## src/rtl/c7bifu_pkg.sv

```systemverilog
// c7bifu_pkg: shared fetch FSM encoding and fetch granule for the c7bifu blocks.
package c7bifu_pkg;
  typedef enum logic [2:0] {ST_IDLE, ST_REQ, ST_WAIT, ST_HOLD, ST_DRAIN} state_t;
  localparam logic [31:0] FETCH_BYTES = 32'd8;
endpackage

```

## src/rtl/c7bifu_ifetch.sv

```systemverilog
// c7bifu_ifetch: single-outstanding 64-bit instruction fetcher between the bus and the instruction queue.
module c7bifu_ifetch
  import c7bifu_pkg::*;
#(
  parameter bit          REQ_GATE_ON_FULL = 1'b1,
  parameter logic [31:0] RESET_ADDR       = 32'h0000_0000
) (
  input  logic        clk,
  input  logic        resetn,
  input  logic        flush,
  input  logic [31:0] start_addr,
  input  logic        iq_full,
  output logic        ifu_req_vld,
  output logic [31:0] ifu_req_addr,
  input  logic        ifu_req_rdy,
  input  logic        biu_rsp_vld,
  input  logic [63:0] biu_rsp_data,
  output logic        data_vld,
  output logic [31:0] data_addr,
  output logic [63:0] data
);
  state_t      r_state, w_next;
  logic        r_started;
  logic [31:0] r_pc, r_addr;
  logic [63:0] r_data;
  logic        w_gate, w_hs, w_consume;
  logic [31:0] w_base;
  assign w_gate       = REQ_GATE_ON_FULL && iq_full;
  assign w_hs         = (r_state == ST_REQ) && ifu_req_rdy;
  assign w_consume    = (r_state == ST_HOLD) && !iq_full;
  assign w_base       = start_addr & 32'hFFFF_FFF8;
  assign ifu_req_vld  = (r_state == ST_REQ);
  assign ifu_req_addr = ifu_req_vld ? r_pc : 32'h0;
  assign data_vld     = (r_state == ST_HOLD);
  assign data_addr    = r_addr;
  assign data         = r_data;
  always_comb begin
    w_next = r_state;
    unique case (r_state)
      ST_IDLE:  w_next = (flush || r_started) && !w_gate ? ST_REQ : ST_IDLE;
      ST_REQ:   w_next = w_hs ? (flush ? ST_DRAIN : ST_WAIT) : ST_REQ;
      ST_WAIT:  w_next = flush ? (biu_rsp_vld ? ST_REQ : ST_DRAIN) : (biu_rsp_vld ? ST_HOLD : ST_WAIT);
      ST_HOLD:  w_next = flush ? (w_gate ? ST_IDLE : ST_REQ) : (iq_full ? ST_HOLD : ST_REQ);
      ST_DRAIN: w_next = biu_rsp_vld ? ST_REQ : ST_DRAIN;
      default:  w_next = ST_IDLE;
    endcase
  end
  always_ff @(posedge clk or negedge resetn) begin
    if (!resetn) r_state <= ST_IDLE;
    else         r_state <= w_next;
  end
  // r_started remembers a flush that was parked in IDLE while the queue was full
  always_ff @(posedge clk or negedge resetn) begin
    if (!resetn) begin
      r_started <= 1'b0;
      r_pc      <= RESET_ADDR;
      r_addr    <= 32'h0;
      r_data    <= 64'h0;
    end else begin
      if (flush) r_started <= 1'b1;
      r_pc <= flush ? w_base : w_consume ? r_pc + FETCH_BYTES : r_pc;
      if (r_state == ST_WAIT && biu_rsp_vld && !flush) begin
        r_addr <= r_pc;
        r_data <= biu_rsp_data;
      end
    end
  end
endmodule

```

## config.mk

```make
export PLATFORM = sky130hd
export DESIGN_NAME = c7bifu_ifetch
export DESIGN_NICKNAME = d
export VERILOG_FILES = /design/src/rtl/c7bifu_pkg.sv /design/src/rtl/c7bifu_ifetch.sv
export SDC_FILE = /design/constraint.sdc
export NUM_CORES = 1
export LEC_CHECK = 0
export CAP_MARGIN = 30
export CORE_MARGIN = 5
export CORE_UTILIZATION = 39
export DETAILED_ROUTE_END_ITERATION = 8
export HOLD_SLACK_MARGIN = 0.06
export PLACE_DENSITY = 0.85
export SLEW_MARGIN = 25
export SYNTH_ARGS = -nofsm -noshare
export SYNTH_HDL_FRONTEND = slang
export SYNTH_SLANG_ARGS = --single-unit
```

## constraint.sdc

```tcl
create_clock -name clk -period 2.1 [get_ports clk]
set_input_delay 0.42 -clock clk [delete_from_list [all_inputs] [get_ports clk]]
set_output_delay 0.42 -clock clk [all_outputs]
set_load 0.1 [all_outputs]
```

==> run_1/layers.png <==
(4 px per um) Two of the layers only.
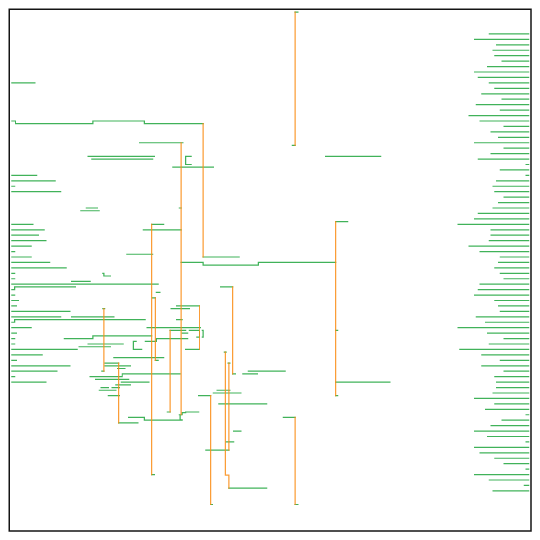
green -> M3  # wire length 1580 um
orange -> M4  # wire length 446 um

==> run_1/ff_map.png <==
(4 px per um) Other sequential cells in the stronger gray, the rest of the logic in the fainter gray.
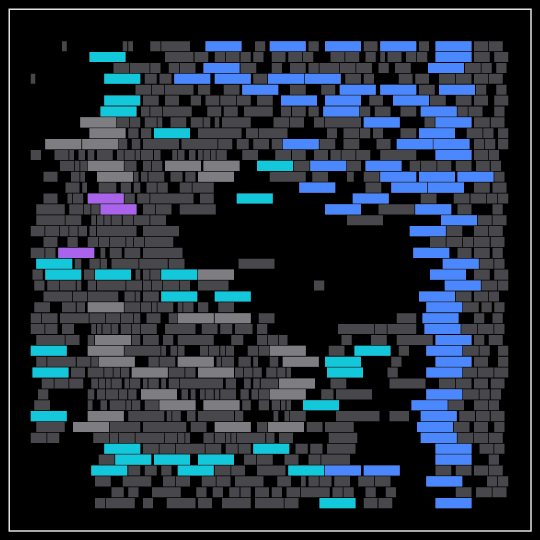
cyan -> data_addr  # sequential cells 29
purple -> r_state  # sequential cells 3
blue -> data  # sequential cells 64
not colored = 30

==> run_1/congestion_map.png <==
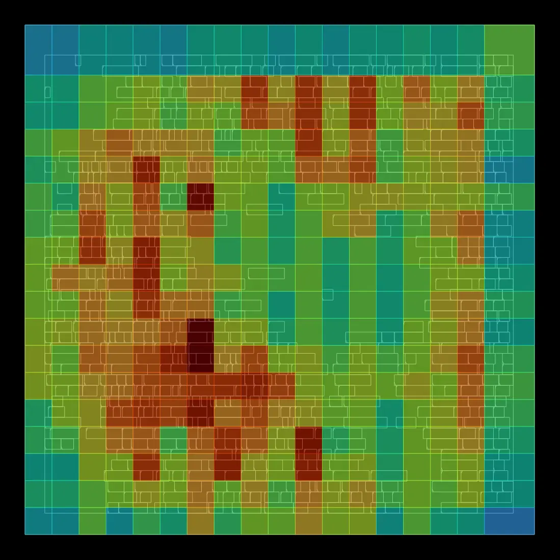
global route hottest layer: met2
Overall Global Routing Usage: 0.196
routed length per instance: 19.1 um
met1 layer usage reported by global route: 0.223
GRT met2 Usage: 0.339

==> run summary, run 1 <==
Physical design

In the synthesized netlist the dominant register cell turns out to be sky130_fd_sc_hd__dfrtp_1. The count of synthesis-stage warnings from yosys stands at 0. The end-of-flow timing check tallies setup violations at 34. Per the OpenROAD floorplan log, the area of the core is 14000 um^2. The post-synthesis share of cell area spent on full adders, half adders and majority gates stands at 0.00222. The post-detailed-placement half-perimeter wirelength stands at approximately 12000 um. The max-slew check reports its worst relative slack as 0.543. At the pin with the least slew margin, the transition time is 0.686 ns. The checks that failed: setup timing.

The highest fanout seen on the critical path stands at 11. Per the run summary, max-cap violations total 0. The data arrival time at the worst-slack endpoint stands at about 1.8 ns. The gate count after technology mapping stands at between 400 and 500. The I/O pin total stands at approximately 230. Of the combinational cells, the family taking the most area is multiplexers. The launch point of the worst register-to-register path is recorded as r_state[2]$_DFF_PN0_. According to the floorplan report, the total die area is 16900 um^2. Of the available clock period, the critical path in the final layout requires 1.05. The number of placement rows stands at roughly 43.

The final-stage net count stands at 814. The first detailed-routing pass ran for 5 iterations. The worst path in the final design needs a cycle of 2.20 ns, including I/O delays and setup. The run finished, with violations left. The sequential element share of the synthesized area stands at 0.561.

For reference, the critical path cell chain is buf_6 > nor3b_4 > buf_6 > buf_12 > and2_4 > buf_12. The minimum setup slack in the final design stands at -0.104 ns. The first global-routing pass estimated between 20000 and 30000 um of wire. The worst hold path belongs to the class in -> async. In this build the clock could be raised as far as 454 MHz.

The logic depth of the worst register-to-register path stands at 6. The worst setup path is captured at an output port. The width of the die stands at roughly 130 um. The die boundary height stands at roughly 130 um. Of the cells placed in the final design, the portion with a size suffix greater than 1 is 0.477. Counting the buffers created by CTS gives 17. The cell sitting at the root of the clock tree is a sky130_fd_sc_hd__clkbuf_16. The mux cell area share after synthesis stands at 0.182. From synthesis to final layout, the design area changed by 65.1%. The synthesis report gives the async set-or-reset register share as 1.00.

The total standard cell area after synthesis stands at between 5000 and 6000 um^2. The post-synthesis simple-gate area fraction stands at 0.133. In this run the mean area of a mapped cell was about 12 um^2.
==> run 1: worst max-delay path, delay by kind of cell, from the launching register on <==
kind,cells,cell delay [ns]
flip-flops,1,0.39
AND/OR/NAND/NOR,2,0.41
buffers and inverters,4,0.58
==> run 1: routing by layer <==
| layer | wire length, um | GRT usage |
|---|---|---|
| met4 | 445 | 0.0862 |
| met2 | 8800 | 0.339 |
| met5 | 0 | 0 |
| met1 | 6420 | 0.223 |
| met3 | 1580 | 0.0622 |
==> run 1: sequential cells by signal, indices dropped and copies added (netlist names) <==
name       cells
data          64
data_addr     29
r_pc          29
r_started      1
r_state        3
==> run 1: metrics by stage <==
stage,instance area (um^2),cells,hold WS [ns],TNS (ns)
finish,9290,903,0.0840,-2.30
global route,9290,903,0.180,-6.07
CTS,9120,898,0.139,-2.15
detailed placement,8270,855,0.473,-27.53
global placement,8270,855,0.458,-23.31
floorplan,5700,463,0.124,-0.611
==> run 1: kinds of logic after synthesis <==
group,after synthesis
multiplexers,91
XOR/XNOR,7
adder cells (fa/ha/maj),1
AND/OR/NAND/NOR,128
other,1
AND-OR/OR-AND,62
flip-flops,126
buffers and inverters,42
==> run 1: final cells by class <==
cell class                      instances  share of cell area
Tap cell                              180              0.0243
Multi-Input combinational cell        298               0.270
Inverter                                5             0.00229
Clock buffer                           21              0.0517
Sequential cell                       126               0.340
Timing Repair Buffer                  263               0.293
Clock inverter                         10              0.0198
==> run 1: repair_timing <==
item / CTS / global route
gates resized: 34 / 26
setup endpoints to repair: 36 / 63
pin swaps: 15 / 20
buffers inserted: 10 / 3
cloned: 2 / 3
==> run 1: worst max-delay path by stage <==
| stage | from | to |
|---|---|---|
| after floorplan | r_state[0]$_DFF_PN0_ | ifu_req_addr[22] |
| after global placement | iq_full | r_pc[31]$_DFFE_PN0P_ |
| after detailed placement | iq_full | r_pc[24]$_DFFE_PN0P_ |
| after CTS | r_state[1]$_DFF_PN0_ | ifu_req_addr[27] |
| after global routing | r_state[2]$_DFF_PN0_ | ifu_req_addr[31] |
| final | r_state[2]$_DFF_PN0_ | ifu_req_addr[31] |
==> run 1: cells in the mapped netlist, drive strengths merged, types with 6 or more instances <==
| cell | count |
|---|---|
| or4 | 14 |
| a31oi | 16 |
| o31ai | 10 |
| and2 | 30 |
| nand2 | 21 |
| or3 | 6 |
| nand4 | 8 |
| clkbuf | 23 |
| dfrtp | 126 |
| o21ai | 17 |
| buf | 14 |
| mux2 | 90 |
| nand3 | 8 |
| nor2 | 18 |
==> run 1 -> run 2 <==
CORE_MARGIN = not set   (was 5)
CTS_CLUSTER_SIZE = 40   (was not set)
SKIP_CTS_REPAIR_TIMING = 1   (was not set)
==> run 2 against run 1 <==
The flow still finishes with violations (setup timing). Critical path depth stayed put. Cell area is 0.39% lower. Non-clock buffer count increased by 8. Core utilization is 0.26 points lower. Synthesized area stayed put. Count of clock-buffer cells in the layout unchanged. Highest routed layer unchanged.
==> run summary, run 2 <==
Physical design

The run finished, with violations left. The final reports fail on setup timing. The gate count after technology mapping stands at roughly 460. Dividing the detail-routed wire length by the instance count gives 18.1 um. Overall routing resource usage recorded by global route was 0.209. The first global-routing pass estimated ~24000 um of wire. The setup-violating endpoint count in the final report stands at 27.

The worst-case max-slew headroom was logged as 0.633. CTS placed an instance of sky130_fd_sc_hd__clkbuf_16 at the clock tree root. After layout, the worst setup slack is -0.121 ns.

In this run the cell area of the synthesized design comes to between 5000 and 6000 um^2. The most used flip-flop cell after synthesis is sky130_fd_sc_hd__dfrtp_1. The max-cap check violation count stands at 0.

Per Yosys stat, the portion of area used by sequential elements is 0.561. Looking at the max-slew report, the worst-margin pin has a slew of ~0.55 ns. The floorplan step set the die width to about 120 um.

The proportion of layout cells with a drive suffix above 1 stands at 0.471. The number of buffers inserted during clock tree synthesis stands at 17. Looking at the gate-level netlist, the highest instance count belongs to sky130_fd_sc_hd__dfrtp_1. The count of synthesis-stage warnings from yosys stands at 0. The synthesis report gives the async set-or-reset register share as 1.00.

The synthesis run shows the most used standard cells to be sky130_fd_sc_hd__dfrtp_1, sky130_fd_sc_hd__mux2_2, sky130_fd_sc_hd__and2_1. The area of the die stands at 14900 um^2. The synthesized area per cell stands at between 10 and 15 um^2.

From bottom edge to top edge, the die measures between 100 and 150 um. Summed over all nets, the half-perimeter wirelength after detailed placement is between 10000 and 15000 um. The area of the placeable core stands at ~14000 um^2.
run 2: area by class of cell:
type                       instances  area (um^2)  area share
sequential                       126         3150       0.341
multi-input combinational        295         2430       0.263
timing repair buffer             271         2800       0.302
tap                              180          225      0.0244
clock inverter                    10          163      0.0176
clock buffer                      21          460      0.0498
inverter                           5         18.8     0.00203
run 2: worst paths after layout:
path | end | from | depth (start not counted)
hold reg to reg | r_started$_DFFE_PN0P_ | r_started$_DFFE_PN0P_ | 1
max in group asynchronous | r_state[1]$_DFF_PN0_ | resetn | 3
hold / removal | r_started$_DFFE_PN0P_ | r_started$_DFFE_PN0P_ | 1
setup / recovery | ifu_req_addr[24] | r_state[0]$_DFF_PN0_ | 6
setup reg to reg | r_pc[12]$_DFFE_PN0P_ | r_state[2]$_DFF_PN0_ | 5
min in group asynchronous | data[3]$_DFFE_PN0P_ | resetn | 2
run 2: cell families (layout without fill, tap and decap cells):
logic type,after synthesis,after routing,share of synthesized area
and+or+nand+nor,128,128,0.133
DFF,126,126,0.561
muxes,91,91,0.182
AOI/OAI and AO/OA,62,62,0.0710
buffers and inverters,42,307,0.0394
xor gates and xnor gates,7,7,0.0109
adders and majority gates,1,1,0.00222
other,1,6,0.000667
run 2: metrics by stage:
step / cell area, um^2 / hold WS, ns / setup TNS, ns / cells / utilization
final: 9250 / 0.471 / -2.44 / 908 / 0.661
after global routing: 9250 / 0.497 / -4.08 / 908 / 0.661
after CTS: 8930 / 0.0103 / -4.97 / 889 / 0.638
after detailed placement: 8300 / 0.446 / -26.14 / 858 / 0.594
after global placement: 8300 / 0.438 / -22.83 / 858 / 0.594
after floorplan: 5700 / 0.124 / -0.611 / 463 / -
run 2: layer usage:
layer / vias up / routed length (um) / global-route usage / share of wire
met5: - / 0 / 0 / 0
met4: 0 / 357 / 0.0785 / 0.022
met3: 30 / 1110 / 0.0487 / 0.068
met2: 198 / 8660 / 0.374 / 0.53
met1: 2319 / 6290 / 0.242 / 0.38
li1: 2151 / - / - / -
run 2: worst max-delay path, delay by kind of cell, from the launching register on:
family        cells  cell delay, ns
flops             1            0.38
buf+inv           4            0.66
simple gates      2            0.36
==> run_2/m4.png <==
(4 px per um) Supply wires on this layer in gray.
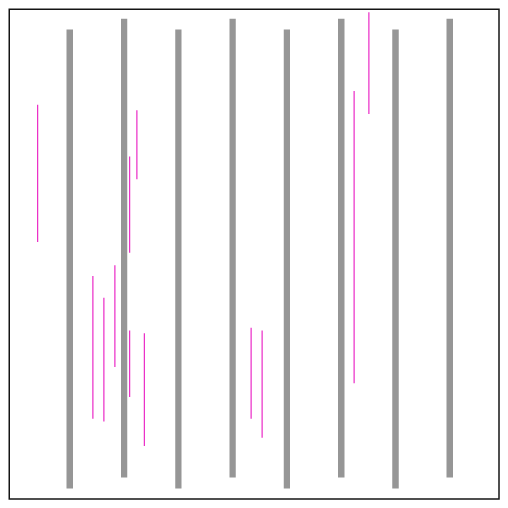
share of all routed wire = 2.2%
wire length on this layer = 357 um
nets with wire on the layer = 11
longest straight run = 72.8 um
total detailed-routing wirelength: 16400 um
total via count after detailed routing: 4698

==> run_2/ff_map.png <==
(4 px per um) Other sequential cells in the stronger gray, the rest of the logic in the fainter gray.
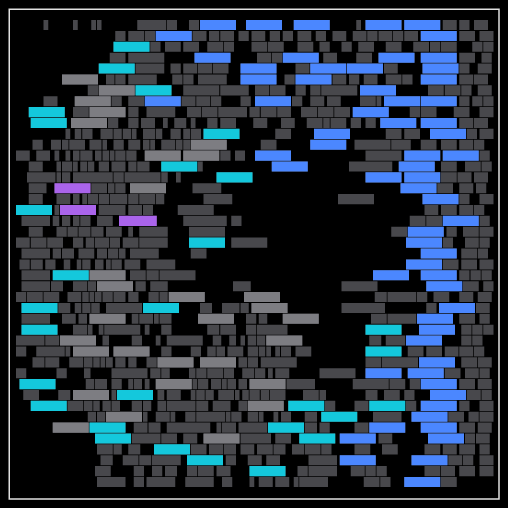
blue -> data  # sequential cells 64
purple -> r_state  # sequential cells 3
cyan -> data_addr  # sequential cells 29, where spread over the die
not colored = 30
utilization of the core after routing: 0.661
sequential cell area in the final layout: 3150 um^2
Seq area share: 0.341

==> run_2/m1.png <==
(4 px per um) Supply wires on this layer in gray.
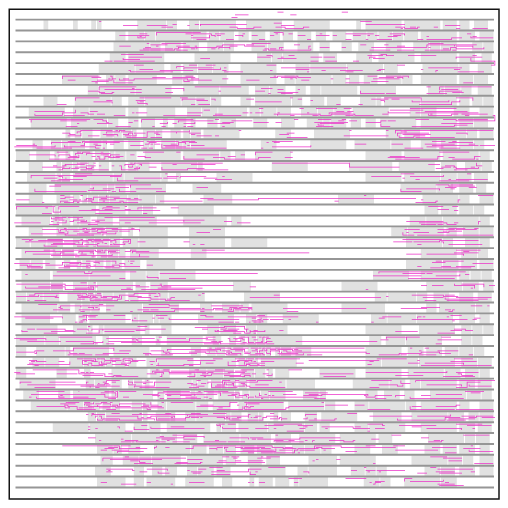
main direction = horizontal
wire length on this layer = 6290 um
met1 layer usage reported by global route: 0.242

==> run_2/congestion_map.png <==
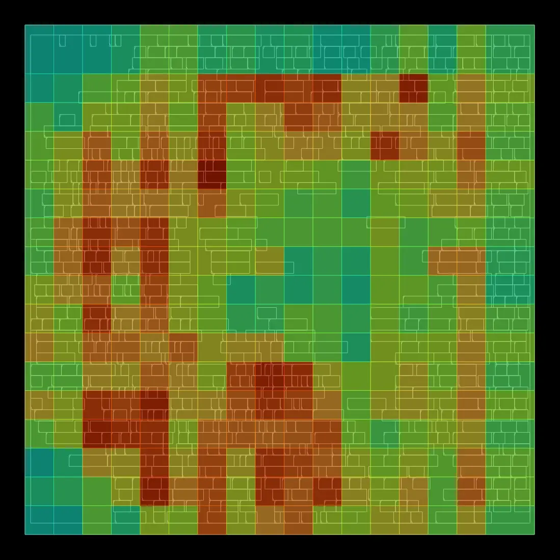

==> run 2 -> run 3 <==
ABC_AREA = 1   (was not set)
CORE_UTILIZATION = 40   (was 39)
==> run_3/congestion_map.png <==
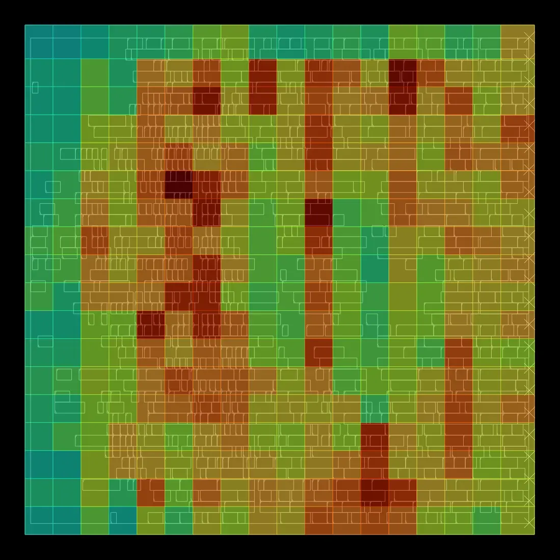
Overall Global Routing Usage: 0.241
met3 track demand over resource: 0.0658
GRT met2 Usage: 0.414
met1 layer usage reported by global route: 0.286
utilization of the core after routing: 0.653

==> run_3/layers.png <==
(4 px per um) Two of the layers only.
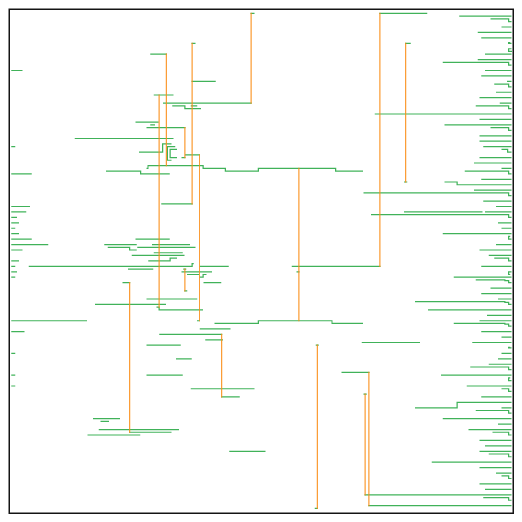
green -> M3  # wire length 1520 um
orange -> M4  # wire length 486 um

==> run 3 against run 2 <==
The flow finishes with violations (DRC). Wire length increased by 11%. Via count increased by 18%. Count of clock-buffer cells in the layout decreased by 3. Maximum frequency increased by 7.0%. First-iteration DRC count increased by 110%. Synthesized cell count increased by 48%. Largest cell class unchanged.
==> run summary, run 3 <==
Physical design

After floorplanning, the core was divided into roughly 44 placement rows. The worst register-to-register path depth is 10. Pin placement for this block handled around 230 I/O pins. In this run, the synthesized area fraction spent on adder and majority cells is recorded as 0.00205.

The final wirelength stands at 18300 um. Per the synthesis report, the AND-OR/OR-AND share of the synthesized area is 0.0587. The summed negative setup slack over all endpoints stands at 0 ns. The number of flip-flops under the largest register name stands at 64.

The commonest cells after synthesis are sky130_fd_sc_hd__nand2_1, sky130_fd_sc_hd__dfrtp_1, sky130_fd_sc_hd__nor2_1. The die covers about 16000 um^2.

The number of placed instances with taps included stands at 1073. Data arrives at the worst endpoint at around 1.7 ns. The mux cell area share after synthesis stands at 0.138. For this run, the number of standard cells in the final layout without fillers is ~1100. Per the timing report, the most critical flop-to-flop path originates at r_pc[4]$_DFFE_PN0P_. The area share of xor/xnor cells in the synthesized design stands at 0.00143. The die boundary height stands at 126 um. The final design area excluding fillers stands at about 9600 um^2. The width of the die stands at 126 um.

The highest fanout seen on the critical path stands at 19. For reference, the top logic cell family by area is simple AND/OR/NAND/NOR gates. The final-stage net count stands at ~1000. On the final layout, the worst hold slack is around 0.4 ns. Of the total synthesized cell area, the portion taken by AND, OR, NAND and NOR gates is 0.217.

In this run the clock root is driven by a sky130_fd_sc_hd__clkbuf_16. The path class of the tightest hold or removal check is in -> async. Summing every instance area after synthesis gives about 6100 um^2. The first global-routing pass estimated 29400 um of wire. The final reports fail on DRC. The worst setup path is captured at an output port. The count of unresolved DRC violations after routing stands at 23.

STA lists the endpoint of the worst register-to-register path as r_pc[27]$_DFFE_PN0P_. The async set-reset flop share out of synthesis stands at 1.00. The setup-violating endpoint count in the final report stands at 0. Looking at the gate-level netlist, the highest instance count belongs to sky130_fd_sc_hd__nand2_1.

Among all flip-flop cells after synthesis, the most frequent one is sky130_fd_sc_hd__dfrtp_1. Of the available clock period, the critical path in the final layout requires 0.989. The number of buffers inserted during clock tree synthesis stands at 17. The run finished, with violations left. The minimum setup slack in the final design stands at 0.0240 ns.

Synthesis produced around 680 cells. Per the final layout report, the fraction of cells sized above drive strength 1 comes to 0.303.
==> run_3/ff_map.png <==
(4 px per um) Other sequential cells in the stronger gray, the rest of the logic in the fainter gray.
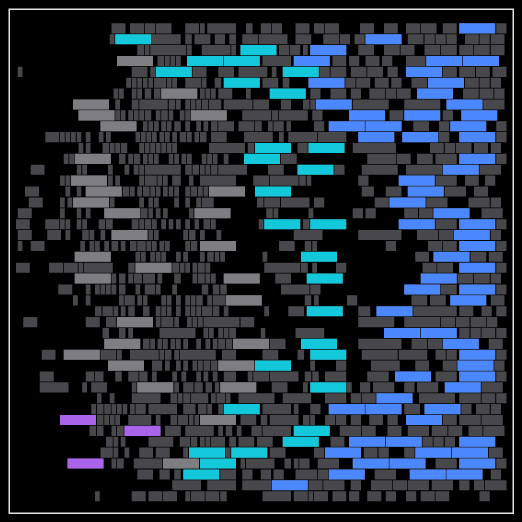
sequential cell area in the final layout: 3150 um^2
Seq area share: 0.329

[run 3: cell types whose count changed after synthesis, sizes merged, moves of 10 or more]
| cell | before | now |
|---|---|---|
| nor2 | 18 | 121 |
| nand2 | 21 | 158 |
| inv | 5 | 55 |
| mux2 | 90 | 64 |
| or4 | 14 | 0 |
| nand3 | 8 | 34 |
| clkbuf | 23 | 13 |
| o21ai | 17 | 44 |
| o31ai | 10 | 0 |
| and2 | 30 | 1 |
| a31oi | 16 | 3 |
[run 3: worst max-delay path: stages (launching register included)]
cell and delay [ns]:
sky130_fd_sc_hd__dfrtp_1 0.42, sky130_fd_sc_hd__nor3_4 0.21, sky130_fd_sc_hd__inv_2 0.09, sky130_fd_sc_hd__buf_12 0.18, sky130_fd_sc_hd__nor2_4 0.15, sky130_fd_sc_hd__buf_12 0.18
[run 3: final cells by class]
type                            instances  area (um^2)  area share
Sequential cell                       126         3150       0.329
Multi-Input combinational cell        467         2800       0.292
Timing Repair Buffer                  243         2560       0.267
Clock buffer                           18          439      0.0458
Tap cell                              184          230      0.0240
Clock inverter                         14          208      0.0216
Inverter                               55          206      0.0215
[run 3: worst max-delay path by stage]
stage / startpoint / endpoint / slack (ns) / depth (start not counted)
floorplan: r_state[0]$_DFF_PN0_ / ifu_req_addr[11] / -0.46 / 5
global placement: flush / data[27]$_DFFE_PN0P_ / 0.11 / 5
detailed placement: flush / data[62]$_DFFE_PN0P_ / 0.06 / 5
CTS: r_state[0]$_DFF_PN0_ / ifu_req_addr[21] / -0.10 / 6
global route: r_state[2]$_DFF_PN0_ / ifu_req_addr[11] / -0.04 / 5
finish: r_state[2]$_DFF_PN0_ / ifu_req_addr[11] / 0.02 / 5
[run 3: metal layers]
| layer | wire, um | GRT usage | share of wire |
|---|---|---|---|
| met1 | 7080 | 0.286 | 0.39 |
| met2 | 9210 | 0.414 | 0.50 |
| met3 | 1520 | 0.0658 | 0.083 |
| met4 | 486 | 0.0976 | 0.027 |
| met5 | 0 | 0 | 0 |
[run 3: cells by family (layout without fill, tap and decap cells)]
| kind of cell | after synthesis | after routing |
|---|---|---|
| and+or+nand+nor | 328 | 328 |
| DFF | 126 | 126 |
| buffers and inverters | 88 | 330 |
| AOI/OAI and AO/OA | 67 | 67 |
| muxes | 64 | 64 |
| adders and majority gates | 1 | 1 |
| other | 1 | 6 |
| xor gates and xnor gates | 1 | 1 |
